File: src/rtl/fibonacci_request_sequencer.sv
// Request sequencer for the Fibonacci calculator: issues one request at a time, guards it
// with a watchdog, and queues {index, value, timeout} results in a small FIFO.
module fibonacci_request_sequencer #(
    parameter int unsigned DEPTH   = 4,
    parameter int unsigned TIMEOUT = 64
) (
    input  logic        clk,
    input  logic        reset_n,
    input  logic        req_valid,
    input  logic [4:0]  req_index,
    output logic        req_ready,
    output logic        fib_start,
    output logic [4:0]  fib_n,
    input  logic        fib_done,
    input  logic [27:0] fib_value,
    output logic        res_valid,
    output logic [4:0]  res_index,
    output logic [27:0] res_value,
    output logic        res_timeout,
    input  logic        res_ready,
    output logic        busy
);

    localparam int unsigned PtrW = $clog2(DEPTH);
    localparam int unsigned CntW = $clog2(TIMEOUT);
    localparam logic [PtrW:0]   FullCount   = (PtrW + 1)'(DEPTH);
    localparam logic [CntW-1:0] ExpireCount = CntW'(TIMEOUT - 1);

    typedef enum logic [1:0] {StIdle, StIssue, StWait} state_t;

    state_t          state;
    logic [CntW-1:0] wd_cnt;

    logic [33:0]     mem [DEPTH];
    logic [PtrW-1:0] wr_ptr;
    logic [PtrW-1:0] rd_ptr;
    logic [PtrW:0]   count;

    logic            accept;
    logic            push;
    logic            pop;
    logic [33:0]     push_entry;
    logic [33:0]     head;

    // Space is reserved at acceptance, so a completing request always finds room.
    assign req_ready  = (state == StIdle) && (count < FullCount);
    assign accept     = req_valid && req_ready;
    assign push       = (state == StWait) && (fib_done || (wd_cnt == ExpireCount));
    assign push_entry = fib_done ? {fib_n, fib_value, 1'b0} : {fib_n, 28'h0, 1'b1};
    assign pop        = res_valid && res_ready;

    always_ff @(posedge clk or negedge reset_n) begin
        if (!reset_n) begin
            state     <= StIdle;
            wd_cnt    <= '0;
            fib_n     <= '0;
            fib_start <= 1'b0;
            busy      <= 1'b0;
        end else begin
            case (state)
                StIdle: begin
                    if (accept) begin
                        fib_n     <= req_index;
                        fib_start <= 1'b1;
                        busy      <= 1'b1;
                        state     <= StIssue;
                    end
                end
                StIssue: begin
                    fib_start <= 1'b0;
                    wd_cnt    <= '0;
                    state     <= StWait;
                end
                StWait: begin
                    if (push) begin
                        busy  <= 1'b0;
                        state <= StIdle;
                    end else begin
                        wd_cnt <= wd_cnt + 1'b1;
                    end
                end
                default: begin
                    fib_start <= 1'b0;
                    busy      <= 1'b0;
                    state     <= StIdle;
                end
            endcase
        end
    end

    always_ff @(posedge clk or negedge reset_n) begin
        if (!reset_n) begin
            wr_ptr <= '0;
            rd_ptr <= '0;
            count  <= '0;
        end else begin
            if (push) begin
                wr_ptr <= wr_ptr + 1'b1;
            end
            if (pop) begin
                rd_ptr <= rd_ptr + 1'b1;
            end
            case ({push, pop})
                2'b10:   count <= count + 1'b1;
                2'b01:   count <= count - 1'b1;
                default: count <= count;
            endcase
        end
    end

    always_ff @(posedge clk) begin
        if (push) begin
            mem[wr_ptr] <= push_entry;
        end
    end

    // Head fields read as zero while empty so stale storage never leaks out.
    assign head        = mem[rd_ptr];
    assign res_valid   = (count != '0);
    assign res_index   = res_valid ? head[33:29] : 5'd0;
    assign res_value   = res_valid ? head[28:1] : 28'd0;
    assign res_timeout = res_valid ? head[0] : 1'b0;

endmodule

File: config.mk
export PLATFORM = sky130hd
export DESIGN_NAME = fibonacci_request_sequencer
export DESIGN_NICKNAME = d
export VERILOG_FILES = /design/src/rtl/fibonacci_request_sequencer.sv
export SDC_FILE = /design/constraint.sdc
export NUM_CORES = 1
export LEC_CHECK = 0
export CAP_MARGIN = 20
export CORE_UTILIZATION = 57
export CTS_BUF_LIST = sky130_fd_sc_hd__clkbuf_4
export CTS_CLUSTER_DIAMETER = 80
export DETAILED_ROUTE_END_ITERATION = 7
export PLACE_DENSITY = 0.82
export SYNTH_ARGS = -nofsm -noshare
export SYNTH_HDL_FRONTEND = slang
export SYNTH_SLANG_ARGS = --single-unit
File: constraint.sdc
create_clock -name clk -period 2.9 [get_ports clk]
set_clock_uncertainty 0.1 [all_clocks]
set_input_delay 0.87 -clock clk [delete_from_list [all_inputs] [get_ports clk]]
set_output_delay 0.87 -clock clk [all_outputs]
set_load 0.01 [all_outputs]
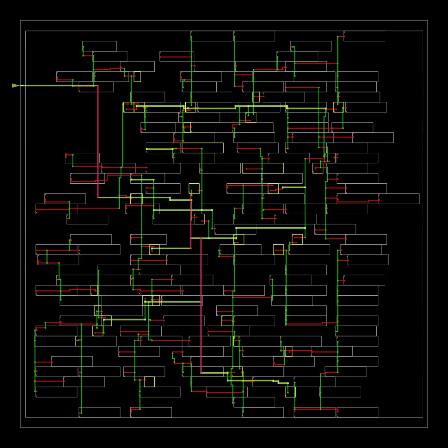
*Clock routing*
Clock Sink Count: 158
total CTS buffers: 17
Layout clock buffers: 19
num sequential: 158
clock network power: 1240 uW

==> impl_metrics.env <==
# yosys + openroad results
export IMPL_outcome="complete, but fails checks"
export IMPL_failed_checks="setup timing"
export IMPL_via_density=5.79
export IMPL_row_count=38
export IMPL_core_area_um2=11000
export IMPL_cts_root_buf="clkbuf_4"
export IMPL_final_cells=613
export IMPL_final_critical_path_setup_slack_ps=-74.2
export IMPL_setup_violations=32
export IMPL_drt_initial_drc_count=159
export IMPL_tightestPinTransition_ps=354
export IMPL_period_minus_slack_ps=2970
export IMPL_lay_top_cells="136 x edfxtp_1, 44 x clkdlybuf4s50_1, 43 x and2_1"
export IMPL_clock_latency_ps=530
export IMPL_layout_top_cell_excl_fill_tap="edfxtp_1"
export IMPL_syn_cell_area_um2=6510
export IMPL_period_used_pct=103
export IMPL_cts_hold_repair_buffers=0
export IMPL_p_total_uw=7440
export IMPL_yosysWarnings=0
export IMPL_die_h_um=109
export IMPL_cell_family_contributing_the_most_delay_on_the_critical_path="multiplexers"
export IMPL_power_per_cell_area_nw_per_um2=925
export IMPL_rsz0062_at_grt="true"
export IMPL_globalplace_congestion=0.738
export IMPL_floorplan_nets=400
export IMPL_detail_route_drc_violations=0
export IMPL_finalHoldViolations=0
export IMPL_layout_cell_area_non_filler_um2=8040
export IMPL_criticalPathCategory="reg -> out"
export IMPL_antennaDiodeCount=0
export IMPL_worst_ep_required_time_ps=1930
export IMPL_chipWidth_um=109
export IMPL_arrival_ps=2000
export IMPL_ys_cells=355
export IMPL_antenna_found_initial=0
export IMPL_setup_worst_path_end_class="primary output"
export IMPL_initial_core_util_pct=59.3
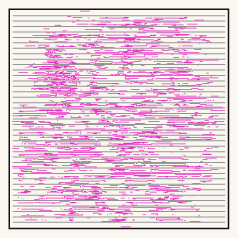
*Signal wires on met1*
(2 px per um) Supply wires on this layer in gray.
The layer carries 5020 um of wire. The layer holds 40% of the routed length. 452 nets have wire on it. The wires run mostly horizontal. The longest straight run is 22.1 um.

-- report_power, final --
part	switching, uW	internal (uW)
combinational	1320	1900
clock	723	519
sequential	191	2790
-- layer usage --
metal  routed length, um  global-route usage [%]  vias up
met2                6660                    39.9      118
met3                 573                    5.62       20
met4                 180                    7.53        0
met5                   0                       0        -
met1                5020                    27.5     1837
li1                    -                       -     1575
-- registers in the layout (all words and copies together) (netlist names) --
signal	flops
wd_cnt	6
fib_n	5
busy	1
wr_ptr	2
fib_start	1
count	3
rd_ptr	2
mem	136
state	2
-- worst paths after layout --
kind,endpoint,startpoint,slack (ps),cells past startpoint
hold reg to reg,fib_start,fib_start,390,1
min in group asynchronous,wr_ptr[1],reset_n,570,2
hold / removal,fib_start,fib_start,390,1
setup reg to reg,count[2],wd_cnt[0],560,10
setup / recovery,res_value[5],rd_ptr[0],-70,5
max in group asynchronous,state[0],reset_n,1890,2
-- kinds of logic after synthesis --
| logic type | synth area share (%) |
|---|---|
| AOI/OAI and AO/OA | 2.34 |
| buffers and inverters | 2.79 |
| xor gates and xnor gates | 0.807 |
| and+or+nand+nor | 8.61 |
| adders and majority gates | 1.46 |
| muxes | 12.9 |
| DFF | 71.1 |
-- layout make-up --
type                    instances  area [um2]
multi-input cells             164        1760
flip-flops and latches        158        4640
inverters                      10        37.5
clock buffers                  19         143
well taps                     140         175
fillers                       654        2940
clock inverters                13         123
repair buffers                109        1160
-- repair_timing --
action                     CTS  global route
pin swaps                   32             3
setup endpoints to repair   36            36
resized                    175            21
setup buffers                8             3
cloned                       4             0
-- synth_stat cells, types with 2 or more instances --
| master | n | share of area [%] |
|---|---|---|
| inv_1 | 9 | 0.52 |
| and2_2 | 4 | 0.46 |
| nand3_1 | 3 | 0.23 |
| clkbuf_1 | 9 | 0.52 |
| mux2_2 | 5 | 0.86 |
| a41oi_1 | 2 | 0.27 |
| edfxtp_1 | 136 | 63 |
| ha_1 | 6 | 1.2 |
| xor2_1 | 3 | 0.40 |
| buf_4 | 6 | 0.69 |
| nor2_1 | 5 | 0.29 |
| and2_1 | 64 | 6.1 |
| buf_6 | 4 | 0.69 |
| a21oi_1 | 3 | 0.23 |
| buf_2 | 4 | 0.31 |
| xnor2_1 | 3 | 0.40 |
| a21o_1 | 2 | 0.23 |
| o21ai_0 | 4 | 0.31 |
| nand2_1 | 5 | 0.29 |
| nor3_1 | 5 | 0.38 |
| dfrtp_1 | 22 | 8.5 |
| mux4_2 | 34 | 12 |
-- per-stage QoR --
| stage | worst slack (ps) | TNS (ps) | util, % |
|---|---|---|---|
| 2_1_floorplan | 548 | 0 | - |
| 3_3_place_gp | 77.5 | 0 | 69.2 |
| 3_5_place_dp | -22.4 | -22.4 | 69.2 |
| 4_1_cts | -182 | -4120 | 73.4 |
| 5_1_grt | -165 | -4350 | 73.2 |
| 6_report | -74.2 | -1260 | 73.2 |
Power figures rest on the tool's default switching activity, not on a simulated workload.
